**src/rtl/des_f_sequencer_if.sv**
```systemverilog
// Bus bundle for des_f_sequencer. DES bit n of a W-bit field is vector bit W-n (MSB-first).
// Port l_in exists only when DES_ROUND_XOR_EN is defined.
interface des_f_sequencer_if;
    logic [31:0] r_in;
    logic [47:0] k_in;
`ifdef DES_ROUND_XOR_EN
    logic [31:0] l_in;
`endif
    logic        in_valid;
    logic        in_ready;
    logic [2:0]  sbox_sel;
    logic [5:0]  sbox_in;
    logic [3:0]  sbox_out;
    logic [31:0] f_out;
    logic        out_valid;
    logic        out_ready;

`ifdef DES_ROUND_XOR_EN
    modport slave (
        input  r_in, k_in, l_in, in_valid, sbox_out, out_ready,
        output in_ready, sbox_sel, sbox_in, f_out, out_valid
    );
    modport master (
        output r_in, k_in, l_in, in_valid, sbox_out, out_ready,
        input  in_ready, sbox_sel, sbox_in, f_out, out_valid
    );
`else
    modport slave (
        input  r_in, k_in, in_valid, sbox_out, out_ready,
        output in_ready, sbox_sel, sbox_in, f_out, out_valid
    );
    modport master (
        output r_in, k_in, in_valid, sbox_out, out_ready,
        input  in_ready, sbox_sel, sbox_in, f_out, out_valid
    );
`endif
endinterface

```
**src/rtl/des_f_sequencer.sv**
```systemverilog
// DES f-function sequencer: one external S-box lookup per cycle, S1..S8, then P permutation.
// Define DES_ROUND_XOR_EN to add l_in and output L XOR f (the new right half).
module des_f_sequencer (
    input  logic              clk,
    input  logic              rst_n,
    des_f_sequencer_if.slave  bus
);
    typedef enum logic [1:0] {IDLE, SUB, DONE} state_t;

    // P table in DES numbering: output bit i+1 takes nibble-word bit P_TBL[i]
    localparam int P_TBL [32] = '{16,  7, 20, 21, 29, 12, 28, 17,
                                   1, 15, 23, 26,  5, 18, 31, 10,
                                   2,  8, 24, 14, 32, 27,  3,  9,
                                  19, 13, 30,  6, 22, 11,  4, 25};

    state_t      r_state;
    logic [2:0]  r_idx;
    logic [47:0] r_mix;
    logic [31:0] r_nib;
    logic [31:0] r_f_out;
    logic        r_in_ready;
    logic        r_out_valid;
    logic [2:0]  r_sbox_sel;
    logic [5:0]  r_sbox_in;
`ifdef DES_ROUND_XOR_EN
    logic [31:0] r_l;
`endif

    logic [47:0] w_e_xor_k;
    logic [5:0]  w_chunk [8];
    logic [31:0] w_nib_full;
    logic [31:0] w_p;
    logic [31:0] w_result;

    genvar gi;
    generate
        // E expansion: chunk j bit m reads R bit 4j+m, wrapping 0->32 and 33->1
        for (gi = 0; gi < 48; gi++) begin : g_expand
            localparam int SRC = ((4 * (gi / 6) + (gi % 6) + 31) % 32) + 1;
            assign w_e_xor_k[47-gi] = bus.r_in[32-SRC] ^ bus.k_in[47-gi];
        end
        for (gi = 0; gi < 8; gi++) begin : g_chunk
            assign w_chunk[gi] = r_mix[47-6*gi -: 6];
            // the nibble being looked up this cycle is taken live from the S-box bank
            assign w_nib_full[31-4*gi -: 4] = (r_idx == 3'(gi)) ? bus.sbox_out
                                                                : r_nib[31-4*gi -: 4];
        end
        for (gi = 0; gi < 32; gi++) begin : g_perm
            assign w_p[31-gi] = w_nib_full[32-P_TBL[gi]];
        end
    endgenerate

`ifdef DES_ROUND_XOR_EN
    assign w_result = r_l ^ w_p;
`else
    assign w_result = w_p;
`endif

    always_ff @(posedge clk or negedge rst_n) begin
        if (!rst_n) begin
            r_state     <= IDLE;
            r_idx       <= 3'd0;
            r_mix       <= 48'd0;
            r_nib       <= 32'd0;
            r_f_out     <= 32'd0;
            r_in_ready  <= 1'b0;
            r_out_valid <= 1'b0;
            r_sbox_sel  <= 3'd0;
            r_sbox_in   <= 6'd0;
`ifdef DES_ROUND_XOR_EN
            r_l         <= 32'd0;
`endif
        end else begin
            case (r_state)
                IDLE: begin
                    r_in_ready <= 1'b1;
                    if (bus.in_valid && r_in_ready) begin
                        r_mix      <= w_e_xor_k;
                        r_idx      <= 3'd0;
                        r_nib      <= 32'd0;
                        r_sbox_sel <= 3'd0;
                        r_sbox_in  <= w_e_xor_k[47:42];
                        r_in_ready <= 1'b0;
                        r_state    <= SUB;
`ifdef DES_ROUND_XOR_EN
                        r_l        <= bus.l_in;
`endif
                    end
                end
                SUB: begin
                    r_nib <= w_nib_full;
                    if (r_idx == 3'd7) begin
                        // idx parks at 7; it only restarts from 0 on the next acceptance
                        r_f_out     <= w_result;
                        r_out_valid <= 1'b1;
                        r_sbox_sel  <= 3'd0;
                        r_sbox_in   <= 6'd0;
                        r_state     <= DONE;
                    end else begin
                        r_idx      <= r_idx + 3'd1;
                        r_sbox_sel <= r_idx + 3'd1;
                        r_sbox_in  <= w_chunk[r_idx + 3'd1];
                    end
                end
                DONE: begin
                    if (bus.out_ready) begin
                        r_out_valid <= 1'b0;
                        r_in_ready  <= 1'b1;
                        r_state     <= IDLE;
                    end
                end
                default: r_state <= IDLE;
            endcase
        end
    end

    assign bus.in_ready  = r_in_ready;
    assign bus.out_valid = r_out_valid;
    assign bus.f_out     = r_f_out;
    assign bus.sbox_sel  = r_sbox_sel;
    assign bus.sbox_in   = r_sbox_in;
endmodule
```
**src/flat_wrapper.sv**
```systemverilog
// flat-port wrapper written by rule: the top's interface ports become plain ports
module des_f_sequencer_flat 
  (clk, rst_n, bus_r_in, bus_k_in, bus_in_valid, bus_sbox_out, bus_out_ready, bus_in_ready, bus_sbox_sel, bus_sbox_in, bus_f_out, bus_out_valid);
  des_f_sequencer_if bus_i ();
  input  logic clk;
  input  logic rst_n;
  input wire logic [$bits(bus_i.r_in)-1:0] bus_r_in;
  input wire logic [$bits(bus_i.k_in)-1:0] bus_k_in;
  input wire logic [$bits(bus_i.in_valid)-1:0] bus_in_valid;
  input wire logic [$bits(bus_i.sbox_out)-1:0] bus_sbox_out;
  input wire logic [$bits(bus_i.out_ready)-1:0] bus_out_ready;
  output wire logic [$bits(bus_i.in_ready)-1:0] bus_in_ready;
  output wire logic [$bits(bus_i.sbox_sel)-1:0] bus_sbox_sel;
  output wire logic [$bits(bus_i.sbox_in)-1:0] bus_sbox_in;
  output wire logic [$bits(bus_i.f_out)-1:0] bus_f_out;
  output wire logic [$bits(bus_i.out_valid)-1:0] bus_out_valid;
  assign bus_i.r_in = bus_r_in;
  assign bus_i.k_in = bus_k_in;
  assign bus_i.in_valid = bus_in_valid;
  assign bus_i.sbox_out = bus_sbox_out;
  assign bus_i.out_ready = bus_out_ready;
  assign bus_in_ready = bus_i.in_ready;
  assign bus_sbox_sel = bus_i.sbox_sel;
  assign bus_sbox_in = bus_i.sbox_in;
  assign bus_f_out = bus_i.f_out;
  assign bus_out_valid = bus_i.out_valid;
  des_f_sequencer u_core (.clk(clk), .rst_n(rst_n), .bus(bus_i));
endmodule
```
**config.mk**
```make
export PLATFORM = sky130hd
export DESIGN_NAME = des_f_sequencer_flat
export DESIGN_NICKNAME = d
export VERILOG_FILES = /design/src/rtl/des_f_sequencer_if.sv /design/src/rtl/des_f_sequencer.sv /design/src/flat_wrapper.sv
export SDC_FILE = /design/constraint.sdc
export NUM_CORES = 1
export LEC_CHECK = 0
export CAP_MARGIN = 20
export CORE_MARGIN = 2
export CORE_UTILIZATION = 40
export CTS_BUF_LIST = sky130_fd_sc_hd__clkbuf_16
export CTS_CLUSTER_SIZE = 10
export DETAILED_ROUTE_END_ITERATION = 10
export PLACE_DENSITY_LB_ADDON = 0.3
export SYNTH_ARGS = -nofsm -noshare
export SYNTH_HDL_FRONTEND = slang
export SYNTH_SLANG_ARGS = --single-unit
```
**constraint.sdc**
```tcl
create_clock -name clk -period 4.49 [get_ports clk]
set_input_delay 0.6735 -clock clk [delete_from_list [all_inputs] [get_ports clk]]
set_output_delay 0.6735 -clock clk [all_outputs]
set_load 0.02 [all_outputs]
```
==> images/power_grid.png <==
The bar under the picture is 20 µm long. Pins as bars on the die edge. Tap cells in grey.
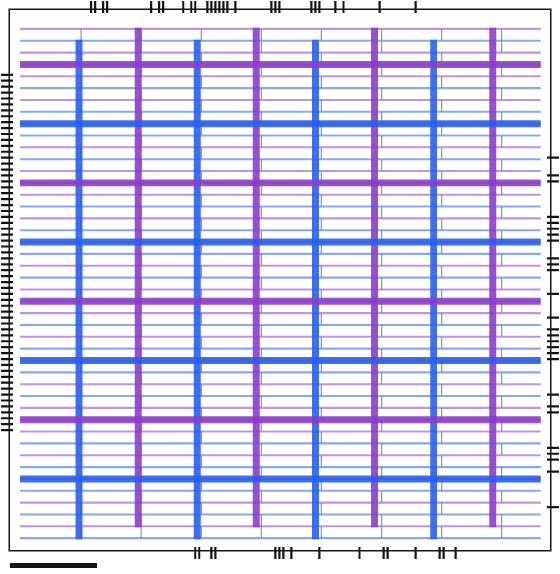
Purple stands for VDD. Blue stands for VSS.
The core has 43 rows. 8 straps on met5. 180 tap cells. 44 met1 rails follow the rows. 8 straps on met4.
die width: 124 µm
DIE HEIGHT: 124 µm
Peak VDD IR: 0.346 mV

==> job_summary.md <==
## Implementation flow summary

| Metric | Value |
|---|---|
| Late-Pin Clk Latency | roughly 0.42 ns |
| Cell Type Count | 39 |
| Critical register-to-register path startpoint | u_core.r_idx[0]$_DFFE_PN0P_ |
| Top comb family, area | multiplexers |
| Max Slew Vio Count | 0 |
| Final setup vio count | 0 |
| # H-tree levels | 4 |
| Cts hold-fix bufs | 0 |
| Total Wirelength | about 13 mm |
| Synth Cell Area | approximately 5800 µm² |
| Initial antenna violation count | 0 |
| Hold Crit Class | in2async |
| Post-synthesis cell count from yosys | around 520 |
| Hpwl dp | 9.16 mm |
| Wl on met1 | approximately 5.6 mm |
| M2 GR Usage | 29.6% |
| Antenna viol nets, final | 0 |
| Max cap viols | 0 |
| Vias | 4173 |
| Most numerous cell in the Yosys netlist | dfrtp_1 |
| Worst rel slew slack | roughly 32% |
| # fillers | approximately 1.2k |
| YS chip area | approximately 5800 µm² |
| FMAX | approximately 0.37 GHz |
| CTS root buf | clkbuf_16 |
| Top cells by count, synth | dfrtp_1, nand2_1, o21ai_0 |
| Residual DRC | 0 |
| CP Cell Sequence | ha_1 > ha_1 > mux4_1 > a22oi_1 > nand3_1 |
| Via-per-instance ratio | roughly 5 |
| Longest Clk Path Bufs | 2 |
| Pre-Place Util | about 41% |
| Area fraction in mux cells | 11.8% |
| P&R area growth vs syn | 35.4% |
| Top layer in use | met4 |
| Slowest stage cell, crit path | dfrtp_1 |
| Fin crit share | between 50% and 60% |
| WP data required | around 4.8 ns |
| Xor/xnor share | about 7.3% |
| Adder Area Share | 1.30% |
| Worst Tran Pin Value | slightly above 1 ns |
| Crit path kind | reg2reg |
| Final Hold Vio Count | 0 |
| Final GP Congestion | about 0.74 |
| Synth Seq Share | a little over half |
| Setup tns final | 0 ns |
| R2r setup slk | roughly 1.8 ns |
| And-or/or-and share of the synthesized area | around an eighth |
| First-pass GRT wire length | approximately 21 mm |
| Yosys warns | 0 |
| Detailed Routing Iterations Pass 1 | 5 |
| CP peak stage delay | around 0.70 ns |
| Top-level I/O count | around 130 |
| Simple Share, Synth | approximately a tenth |
| Mapped Avg Cell Area | approximately 11 µm² |
| Clk slew on worst S/H paths | 0.06 ns |
| I/O Buffers | between 100 and 150 |
| Met3 wire len | 776 µm |
| Largest net degree at the start of global routing | 78 |
| Top_reg_cell synth | dfrtp_1 |
| Post-CTS Setup Bufs | 0 |
| DR WL/cell | roughly 16 µm |
| CP dominant cell by count | ha_1 |
| P_leak | between 3 and 4 nW |
| Final setup margin | around 1.8 ns |
| Layout cells sized above 1 | about 8.8% |
| Total grt overflow | 0 |
| Final hold slack | approximately 0.41 ns |
| Antenna cells | 0 |
| Power per cell area | ~720 nW/µm² |
| Critical Path Start Type | register |
| Setup slack after placement | roughly 1.7 ns |
| Post-cts repair resize count | 0 |
| Minimum clock period | 2.69 ns |
| Asr flop ratio synth | 100% |
| Post-Place Cell Area | 7150 µm² |
| Most Crowded Layer GR | met2 |
| Final Util | 55.8% |
| Register bit total from synthesis | around 120 |
| Crit-path max FO | 18 |
| Log Warnings | 30 |
| Area leader, netlist | dfrtp_1 |
| Post-layout nets | roughly 730 |
| Chip Area | between 15000 and 20000 µm² |
| FF-to-FF End | u_core.bus.sbox_in[3]$_DFFE_PN0P_ |
| Worst Setup EP | u_core.bus.sbox_in[3]$_DFFE_PN0P_ |
| Setup crit start | u_core.r_idx[0]$_DFFE_PN0P_ |
| Post-Synthesis Cells | 517 |
| Post-synth top area share | a little over half |
| Clock skew | approximately 0.0083 ns |
| R2R cell count | 5 |
| WP data arrival | approximately 3 ns |
| Num CTS Buffers | 17 |
| Crit path capture type | register |
| # clock sinks | 124 |
| Initial DRC Count | 240 |
| Status | complete, no violations |
| Routing usage on met1 | about 23% |
| Post-synth EDFFs | 0 |
| Syn nets | between 600 and 700 |
| Biggest area cells | dfrtp_1, o21ai_0, xnor2_1 |
| Met2 WL | ~6.4 mm |
| RSZ-0062 raised after global routing | no |
| Vias in the first global route | 4266 |
| GR Layer Usage met3 | 5.31% |
| GRT Total Usage | 18.0% |
| CTS tree | built |
==> images/placement_by_type.png <==
The bar under the picture is 20 µm long.
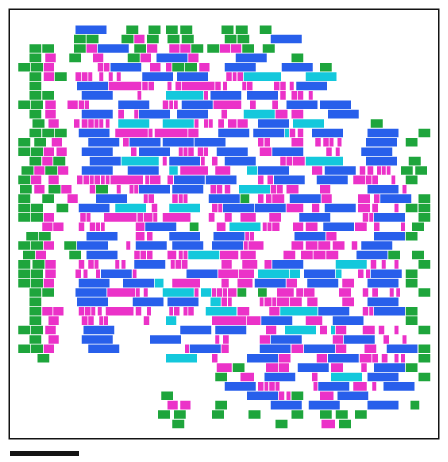
Green stands for remaining buffers and delay cells, cells 134, share of their area 18%. Magenta stands for combinational and other logic, cells 356, share of their area 33%. Cyan stands for clock drivers and dummy loads, cells 32, share of their area 8.5%. Blue stands for sequential cells, cells 124, share of their area 41%.
placement row count: 43
Core Footprint: 14000 µm²
Seq/total area: 39.8%
final non-filler cell area: 7800 µm²

[worst max-delay path, delay by kind of cell (launching register included)]
family                   cells  cell delay [ns]
adder cells (fa/ha/maj)      2             1.10
flip-flops                   1             0.70
multiplexers                 1             0.45
AND/OR/NAND/NOR              1             0.09
AND-OR/OR-AND                1             0.22
[report_power, final]
group | total, mW | internal [mW] | switching (mW)
sequential | 1.97 | 1.63 | 0.333
clock | 1.50 | 0.985 | 0.511
combinational | 2.19 | 1.08 | 1.12
total | 5.65 | 3.69 | 1.96
[layout by cell type (no fill, tap or decap), drive strengths merged, types with 2 or more instances in the layout]
cell / count
bufinv: 5
xor2: 6
xnor2: 42
and2: 3
nand3: 23
a21oi: 3
ha: 6
mux2i: 32
a22oi: 6
o21ai: 82
buf: 5
inv: 8
clkdlybuf4s50: 129
nand2b: 2
clkinv: 5
a32o: 4
nand2: 93
clkbuf: 17
nor2: 3
mux2: 5
mux4: 12
dfrtp: 124
nor2b: 3
clkinvlp: 2
a22o: 16
[final cells by class]
class	instances	area (µm²)	share of cell area [%]
clock buffer	17	425	5.45
clock inverter	15	221	2.84
inverter	5	18.8	0.241
multi-input combinational	351	2480	31.8
sequential	124	3100	39.8
tap	180	225	2.89
timing repair buffer	134	1330	17.0
[state kept, by name (all words and copies together), names as in the netlist]
signal and cells:
u_core.bus.out_valid 1, u_core.r_nib 28, u_core.r_mix 48, u_core.r_state 2, u_core.r_idx 3, u_core.bus.sbox_sel 3
u_core.bus.sbox_in 6, u_core.bus.f_out 32, u_core.bus.in_ready 1
[per-stage QoR]
stage	instances	power [mW]
2_1_floorplan	517	3.39
3_3_place_gp	794	4.10
3_5_place_dp	794	4.19
4_1_cts	826	5.71
5_1_grt	826	6.02
6_report	826	5.65
No activity file was given, so power comes from the tool's default toggle rates.
